===== config.mk =====
export PLATFORM = sky130hd
export DESIGN_NAME = fnd_count_scan
export DESIGN_NICKNAME = d
export VERILOG_FILES = /design/src/rtl/fnd_count_scan.sv
export SDC_FILE = /design/constraint.sdc
export NUM_CORES = 1
export LEC_CHECK = 0
export CAP_MARGIN = 10
export CORE_ASPECT_RATIO = 1.5
export CORE_UTILIZATION = 45
export DETAILED_ROUTE_END_ITERATION = 16
export GPL_ROUTABILITY_DRIVEN = 0
export GPL_TIMING_DRIVEN = 1
export PLACE_DENSITY = 0.66
export SLEW_MARGIN = 30
export SYNTH_ARGS = -nofsm -noshare
export SYNTH_HDL_FRONTEND = slang
export SYNTH_SLANG_ARGS = --single-unit

===== constraint.sdc =====
create_clock -name clk -period 5.9 [get_ports clk]
set_input_delay 1.18 -clock clk [delete_from_list [all_inputs] [get_ports clk]]
set_output_delay 1.18 -clock clk [all_outputs]
set_load 0.005 [all_outputs]

===== src/rtl/fnd_count_scan.sv =====
// Digit-scan select and run/stop/clear stopwatch count source for the FND display controller.
// Optional down counting via `mode` when FND_DOWN_MODE_EN is defined.
module fnd_count_scan #(
  parameter int CLK_HZ    = 100_000_000,
  parameter int SCAN_HZ   = 1000,
  parameter int COUNT_HZ  = 10,
  parameter int MAX_COUNT = 511
) (
  input  logic       clk,
  input  logic       rst_n,
  input  logic       btn_run,
  input  logic       btn_clear,
`ifdef FND_DOWN_MODE_EN
  input  logic       mode,
`endif
  output logic [1:0] digit_sel,
  output logic [8:0] count,
  output logic       running
);

  localparam int SCAN_DIV  = CLK_HZ / SCAN_HZ;
  localparam int COUNT_DIV = CLK_HZ / COUNT_HZ;
  localparam int SCAN_W    = (SCAN_DIV > 1) ? $clog2(SCAN_DIV) : 1;
  localparam int CNT_W     = (COUNT_DIV > 1) ? $clog2(COUNT_DIV) : 1;

  localparam logic [SCAN_W-1:0] SCAN_LAST = SCAN_W'(SCAN_DIV - 1);
  localparam logic [CNT_W-1:0]  CNT_LAST  = CNT_W'(COUNT_DIV - 1);
  localparam logic [8:0]        MAX_VAL   = 9'(MAX_COUNT);

  localparam logic [0:0] ST_STOP = 1'b0;
  localparam logic [0:0] ST_RUN  = 1'b1;

  // Bit 0 = run button, bit 1 = clear button
  logic [1:0]        btn_sync1_r;
  logic [1:0]        btn_sync2_r;
  logic [1:0]        btn_dly_r;
  logic [1:0]        btn_pulse_s;
  logic              run_pulse_s;
  logic              clr_pulse_s;
  logic              down_s;

  logic [SCAN_W-1:0] scan_presc_r;
  logic [1:0]        digit_sel_r;
  logic [0:0]        state_r;
  logic [0:0]        state_nxt_s;
  logic              running_r;
  logic [CNT_W-1:0]  cnt_presc_r;
  logic [CNT_W-1:0]  cnt_presc_nxt_s;
  logic [8:0]        count_r;
  logic [8:0]        count_nxt_s;

  function automatic logic [8:0] next_count(input logic [8:0] cur, input logic down);
    logic [8:0] res;
    if (down) begin
      if (cur == 9'd0) res = MAX_VAL;
      else             res = cur - 9'd1;
    end else begin
      if (cur == MAX_VAL) res = 9'd0;
      else                res = cur + 9'd1;
    end
    return res;
  endfunction

`ifdef FND_DOWN_MODE_EN
  assign down_s = mode;
`else
  assign down_s = 1'b0;
`endif

  assign btn_pulse_s = btn_sync2_r & ~btn_dly_r;
  assign run_pulse_s = btn_pulse_s[0];
  assign clr_pulse_s = btn_pulse_s[1];

  // Two-flop synchroniser plus delay stage for rise detection on both buttons
  always_ff @(posedge clk or negedge rst_n) begin
    if (!rst_n) begin
      btn_sync1_r <= 2'b00;
      btn_sync2_r <= 2'b00;
      btn_dly_r   <= 2'b00;
    end else begin
      btn_sync1_r <= {btn_clear, btn_run};
      btn_sync2_r <= btn_sync1_r;
      btn_dly_r   <= btn_sync2_r;
    end
  end

  // Free-running scan prescaler advancing the digit select
  always_ff @(posedge clk or negedge rst_n) begin
    if (!rst_n) begin
      scan_presc_r <= {SCAN_W{1'b0}};
      digit_sel_r  <= 2'd0;
    end else if (scan_presc_r == SCAN_LAST) begin
      scan_presc_r <= {SCAN_W{1'b0}};
      digit_sel_r  <= digit_sel_r + 2'd1;
    end else begin
      scan_presc_r <= scan_presc_r + SCAN_W'(1);
      digit_sel_r  <= digit_sel_r;
    end
  end

  // Run/stop toggle on each run pulse
  always_comb begin
    state_nxt_s = state_r;
    case (state_r)
      ST_STOP: begin
        if (run_pulse_s) state_nxt_s = ST_RUN;
        else             state_nxt_s = ST_STOP;
      end
      ST_RUN: begin
        if (run_pulse_s) state_nxt_s = ST_STOP;
        else             state_nxt_s = ST_RUN;
      end
      default: state_nxt_s = ST_STOP;
    endcase
  end

  // Count prescaler holds in STOP so a pause keeps its phase; clear overrides a step
  always_comb begin
    cnt_presc_nxt_s = cnt_presc_r;
    count_nxt_s     = count_r;
    if (clr_pulse_s) begin
      cnt_presc_nxt_s = {CNT_W{1'b0}};
      count_nxt_s     = 9'd0;
    end else if (state_r == ST_RUN) begin
      if (cnt_presc_r == CNT_LAST) begin
        cnt_presc_nxt_s = {CNT_W{1'b0}};
        count_nxt_s     = next_count(count_r, down_s);
      end else begin
        cnt_presc_nxt_s = cnt_presc_r + CNT_W'(1);
        count_nxt_s     = count_r;
      end
    end else begin
      cnt_presc_nxt_s = cnt_presc_r;
      count_nxt_s     = count_r;
    end
  end

  // State, count and registered running flag
  always_ff @(posedge clk or negedge rst_n) begin
    if (!rst_n) begin
      state_r     <= ST_STOP;
      running_r   <= 1'b0;
      cnt_presc_r <= {CNT_W{1'b0}};
      count_r     <= 9'd0;
    end else begin
      state_r     <= state_nxt_s;
      running_r   <= (state_nxt_s == ST_RUN);
      cnt_presc_r <= cnt_presc_nxt_s;
      count_r     <= count_nxt_s;
    end
  end

  assign digit_sel = digit_sel_r;
  assign count     = count_r;
  assign running   = running_r;

endmodule


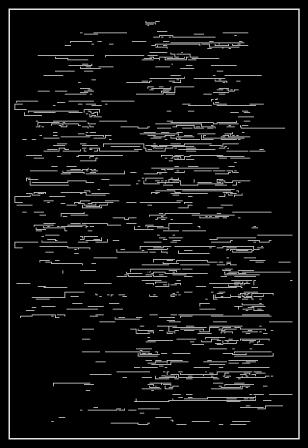
**Above:** run 1 (signal wires on met1).
The longest straight run is 20.7 um. The layer holds 43% of the routed length.

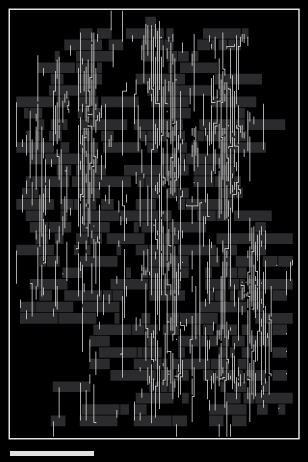
**Above:** run 1 (signal wires on met2).
Scale bar: 20 um. Cells faint in the background.
266 nets have wire on it. The wires run mostly vertical.

==> flow_metrics.env, run 1 <==
# flow metrics
export IMPL_status="complete, no violations"
export IMPL_floorplanUtilization=0.464
export IMPL_wl_met3_um=203
export IMPL_fin_setup_tns_ps=0
export IMPL_synth_cell_types=39
export IMPL_slew_violations=0
export IMPL_yosysTopAreaCell="dfrtp_1"
export IMPL_synth_ff_latch_count=59
export IMPL_dr_total_vias=2339
export IMPL_finish_cell_count_without_fillers=395
export IMPL_buffer_levels_on_the_longest_clock_path=2
export IMPL_crit_path_end_kind="output pin"
export IMPL_topRoutingLayerUsed="met4"
export IMPL_cts_hold_fix_bufs=0
export IMPL_cp_start_kind="flip-flop"
export IMPL_die_height_um=102
export IMPL_hold_viol=0
export IMPL_hold_path_cell_cnt=0
export IMPL_met1_layer_wirelength_in_the_final_routing_mm=2.55
export IMPL_path_clk_slew_ps=60
export IMPL_worstPathCellList="clkdlybuf4s50_1"
export IMPL_seq_total_area_yosys=0.490
export IMPL_placedCellCount=380
export IMPL_tightestPinTransition_ps=745
export IMPL_placement_cell_area_um2=3180
export IMPL_detail_route_met2_wl_mm=3.07
export IMPL_worst_setup_path_startpoint="running"
export IMPL_synthesis_area_um2=3010
export IMPL_synth_nets=310
export IMPL_cts_post_setup_buffers_inserted=0
export IMPL_min_period_over_period=0.462
export IMPL_layout_top_cells="dfrtp_1, a21oi_1, nor2_1"
export IMPL_synth_top_cells_by_count="dfrtp_1, a21oi_1, nor2_1, nand2_1"
export IMPL_crit_type="flip-flop to output pin"
export IMPL_final_net_count=323
export IMPL_count_of_tool_warnings=26
export IMPL_finalCoreUtilization=0.517
export IMPL_yosys_top_cells_area="dfrtp_1, a21oi_1, xnor2_1"
export IMPL_seq_power_share=0.532
export IMPL_ff2ff_path_depth=5
export IMPL_f_max_mhz=367
export IMPL_switching_share=0.247
export IMPL_rr_startpoint="cnt_presc_r[0]"
export IMPL_cp_num_buf_inv=1
export IMPL_comb_power_share=0.067
export IMPL_synth_area_per_cell_um2=9.97
export IMPL_area_growth_pct=11.5
export IMPL_hp_class="flip-flop to flip-flop"
export IMPL_crit_reg_reg_endpoint="count[6]"
export IMPL_grt_first_pass_wirelength_mm=9.98
export IMPL_n_fill_cell=635
export IMPL_ctsRootBufferMaster="clkbuf_8"
export IMPL_hp_start="btn_sync1_r[1]"
export IMPL_critPathCapture="running"
export IMPL_final_setup_skew_ps=11.2
export IMPL_commonest_non_fill_non_tap_cell_in_the_layout="dfrtp_1"
export IMPL_core_area_um2=6490
export IMPL_critPathMaxFanout=14
export IMPL_worst_ep_required_time_ps=4720
export IMPL_number_of_global_route_vias_before_repair=2232
export IMPL_critical_path_depth=1
export IMPL_synth_warnings=0
export IMPL_synth_cells=302
export IMPL_post_drt_via_cell_ratio=5.92
export IMPL_cts_htree_levels=3
export IMPL_post_dp_hpwl_mm=3.89
export IMPL_numClockSinks=59
export IMPL_worst_path_max_delay_cell="dfrtp_1"
export IMPL_cts_buffers=9
export IMPL_wl_per_cell_um=15.0
export IMPL_p_sw_uw=206
export IMPL_chipArea_um2=7030
export IMPL_pwr_share_clk=0.401
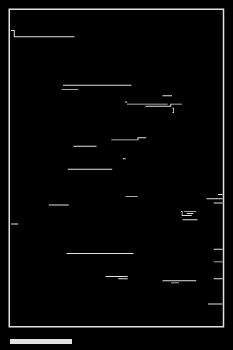
**Above:** run 1 (M3 wires).
Scale bar: 20 um.
24 nets have wire on it. The wires run mostly horizontal.

-- run 1: registers in the layout, indices dropped and copies added, names as in the netlist --
| name | cells |
|---|---|
| count | 9 |
| btn_sync2_r | 2 |
| running | 1 |
| btn_dly_r | 2 |
| digit_sel | 2 |
| btn_sync1_r | 2 |
| cnt_presc_r | 24 |
| scan_presc_r | 17 |
-- run 1: metrics by stage --
step | power (mW) | setup slack (ps)
after global routing | 0.871 | 3090
after CTS | 0.845 | 3160
after floorplan | 0.482 | 3890
after detailed placement | 0.506 | 3530
final | 0.833 | 3180
after global placement | 0.504 | 3560
-- run 1: cell type report --
| class | count | area, um2 | share of cell area |
|---|---|---|---|
| clock buffer | 13 | 169 | 0.0503 |
| multi-input combinational | 221 | 1420 | 0.423 |
| clock inverter | 2 | 10.0 | 0.00298 |
| sequential | 59 | 1480 | 0.440 |
| inverter | 7 | 26.3 | 0.00783 |
| timing repair buffer | 17 | 160 | 0.0477 |
| tap | 76 | 95.1 | 0.0283 |
-- run 1: power by group through the flow --
stage | sequential [mW] | clock (mW) | combinational [mW]
floorplan | 0.440 | 0 | 0.0420
global placement | 0.449 | 0 | 0.0555
detailed placement | 0.450 | 0 | 0.0561
CTS | 0.443 | 0.346 | 0.0570
global route | 0.446 | 0.362 | 0.0639
finish | 0.443 | 0.334 | 0.0559
-- run 1: metal layers --
metal	global-route usage	vias up
li1	-	1141
met1	0.214	1140
met2	0.336	49
met3	0.0636	9
met4	0.0738	0
met5	0	-
-- run 1: cells by family (layout without fill, tap and decap cells) --
group,Yosys count,after routing,share of synthesized area
simple gates,130,130,0.256
compound gates,65,65,0.133
flops,59,59,0.490
xor+xnor,22,22,0.0640
buf+inv,22,39,0.0403
fa+ha+maj,4,4,0.0166
==> run 1 -> run 2 <==
- PLACE_DENSITY: 0.66 -> 0.68
- clock period: 5.9 -> 2.4 ns (I/O delays scaled with it)
==> run 2 against run 1 <==
Against the previous run: via count up 2.2%; sequential power up 150%; die area unchanged; final area up 1.3%; synthesized cell count unchanged; first-iteration DRC count up 64%; combinational power rose to 2.6 times the previous value; synthesized area unchanged; setup slack worse by 2900 ps; critical path type is now flip-flop to flip-flop.
==> flow_metrics.env, run 2 <==
# flow metrics
export IMPL_status="complete, no violations"
export IMPL_core_area_um2=6490
export IMPL_finalCriticalPeriod_ps=2090
export IMPL_worstPathCellList="ha_1, and3_1, nand3_1, nor2_1, ha_1, or4_1, a21oi_1"
export IMPL_placement_setup_worst_slack_ps=339
export IMPL_power_ir_vdd_worst_v=0.000458
export IMPL_postSynth_asyncResetShare=1.00
export IMPL_timing_critical_path_slowest_cell_delay_ps=540
export IMPL_cts_post_setup_buffers_inserted=0
export IMPL_power_density_over_the_cells_nw_per_um2=620
export IMPL_final_tally_of_setup_violations=0
export IMPL_cp_data_arrival_time_ps=2360
export IMPL_buffer_levels_on_the_longest_clock_path=2
export IMPL_layout_cell_area_non_filler_um2=3400
export IMPL_wl_per_cell_um=15.6
export IMPL_comb_area_um2=1410
export IMPL_globalRouteTotalUtil=0.201
export IMPL_synth_dominant_cell_count="dfrtp_1"
export IMPL_ff2ff_path_depth=7
export IMPL_finalCoreUtilization=0.524
export IMPL_die_height_um=102
export IMPL_placement_cell_area_um2=3210
export IMPL_clock_latency_on_the_worst_skew_pair_ps=340
export IMPL_fin_worst_hold_slack_ps=106
export IMPL_register_area_um2=1480
export IMPL_num_rows=36
export IMPL_synth_top_cells_by_count="dfrtp_1, a21oi_1, nor2_1, nand2_1"
export IMPL_final_net_count=328
export IMPL_tightestPinTransition_ps=528
export IMPL_slew_violations=0
export IMPL_ant_nets=0
export IMPL_path_clk_slew_ps=70
export IMPL_synth_area_per_cell_um2=9.97
export IMPL_post_drt_via_cell_ratio=5.96
export IMPL_synth_area_yosys_um2=3010
export IMPL_numClockSinks=59
export IMPL_die_size_x_um=68.8
export IMPL_yosysTopAreaCell="dfrtp_1"
export IMPL_hp_class="primary input to async pin"
export IMPL_dr_total_vias=2391
export IMPL_crit_type="flip-flop to flip-flop"
export IMPL_synthesis_area_um2=3010
export IMPL_grt_first_pass_wirelength_mm=10.5
export IMPL_post_synth_edffs=0
export IMPL_max_cap_viol_count=0
export IMPL_ctsRootBufferMaster="clkbuf_8"
export IMPL_area_growth_pct=12.9
export IMPL_drive_gt1_frac=0.0862
export IMPL_n_fill_cell=620
export IMPL_count_of_tool_warnings=26
export IMPL_drtIter0Drc=167
export IMPL_gr_total_overflow=0
export IMPL_ys_flop_type="dfrtp_1"
export IMPL_port_buffers=15
export IMPL_critPathTopFamily="simple AND/OR/NAND/NOR gates"
export IMPL_regMostFlops="cnt_presc_r"
export IMPL_synth_nets=310
export IMPL_fin_setup_tns_ps=0
export IMPL_final_setup_skew_ps=7.41
export IMPL_layout_top_cells="dfrtp_1, a21oi_1, nor2_1"
export IMPL_cts_hold_fix_bufs=0
export IMPL_synth_ff_latch_count=59
export IMPL_commonest_non_fill_non_tap_cell_in_the_layout="dfrtp_1"
export IMPL_min_period_over_period=0.869
export IMPL_hold_viol=0
export IMPL_routed_wirelength_mm=6.26
export IMPL_synth_warnings=0
export IMPL_drt_pass1_iter_count=4
export IMPL_worst_path_max_delay_cell="or4_1"
export IMPL_chipArea_um2=7030
export IMPL_yosysTopAreaCellShare=0.490
export IMPL_yosys_top_cells_area="dfrtp_1, a21oi_1, xnor2_1"
export IMPL_pin_count_of_the_biggest_net_entering_global_routing=24
export IMPL_post_dp_hpwl_mm=4.30
export IMPL_worst_slack_ps=314
export IMPL_largest_register_ffs=24
export IMPL_cts_htree_levels=3
export IMPL_cp_num_buf_inv=0
export IMPL_cts_buffers=9
export IMPL_antenna_violations_before_repair=0
export IMPL_drcViolationCount=0
export IMPL_ctsResizeCount=0
export IMPL_seq_total_area_yosys=0.490
export IMPL_synth_stat_cells=302
export IMPL_critPathMaxFanout=9
export IMPL_synth_cells=302
export IMPL_cell_type_with_the_highest_occurrence_count_on_the_critical_path="ha_1"
export IMPL_floorplanUtilization=0.464
export IMPL_crit_path_end_kind="flip-flop"
export IMPL_synth_cell_types=39
export IMPL_worst_ep_required_time_ps=2670
export IMPL_cellLeakagePower_nw=1.39
export IMPL_number_of_global_route_vias_before_repair=2357
export IMPL_critical_path_depth=7
export IMPL_rsz_0062_raised_after_global_routing="false"
export IMPL_boundaryPins=16
export IMPL_cts_tree="built"
export IMPL_cp_start_kind="flip-flop"
export IMPL_max_slew_margin_rel=0.648
export IMPL_antenna_cells=0
export IMPL_f_max_mhz=479
[run 2: cell counts after synthesis]
Identical to the previous run, type by type.
[run 2: stage by stage]
stage,std cells,power [mW]
6_report,401,2.11
5_1_grt,401,2.19
4_1_cts,401,2.12
3_5_place_dp,385,1.26
3_3_place_gp,385,1.25
2_1_floorplan,302,1.18
[run 2: report_power, final]
part	total [mW]	leakage (nW)	internal, mW	switching [mW]
clock network	0.872	0.0997	0.487	0.385
logic	0.143	0.498	0.0613	0.0813
registers	1.09	0.791	1.03	0.0626
total	2.11	1.39	1.58	0.529
[run 2: per-layer routing]
layer  track usage  wire (um)
met1         0.226       2740
met2         0.356       3240
met3        0.0435        149
met4        0.0895        134
met5             0          0
[run 2: logic make-up (layout without fill, tap and decap cells)]
kind of cell | count (synthesis) | after routing | share of synthesized area
xor+xnor | 22 | 22 | 0.0640
simple gates | 130 | 130 | 0.256
flops | 59 | 59 | 0.490
buf+inv | 22 | 45 | 0.0403
fa+ha+maj | 4 | 4 | 0.0166
compound gates | 65 | 65 | 0.133
[run 2: path summary, 6_finish.rpt]
kind	from	slack [ps]	end
worst max-delay path	count[0]	310	count[6]
worst min-delay path	rst_n	110	count[4]
worst max register to register	count[0]	310	count[6]
worst min register to register	btn_sync1_r[0]	350	btn_sync2_r[0]
max in group asynchronous	rst_n	1600	scan_presc_r[16]
min in group clk	btn_sync1_r[0]	350	btn_sync2_r[0]
[run 2: area by class of cell]
class                      count  share of cell area
tap                           76              0.0280
clock buffer                  15              0.0548
timing repair buffer          22              0.0582
inverter                       7             0.00773
clock inverter                 1             0.00147
sequential                    59               0.434
multi-input combinational    221               0.416
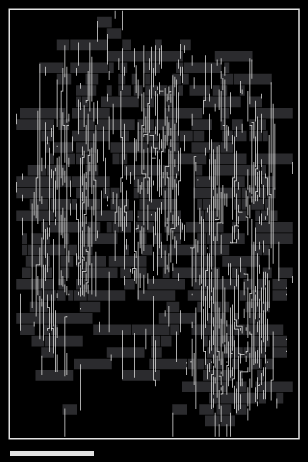
**Above:** run 2 (signal wires on met2).
Scale bar: 20 um. Cells faint in the background.
The longest straight run is 38.1 um. The layer carries 3,240 um of wire. The layer holds 52% of the routed length. The wires run mostly vertical.

Power is estimated from default activity; no workload was simulated.
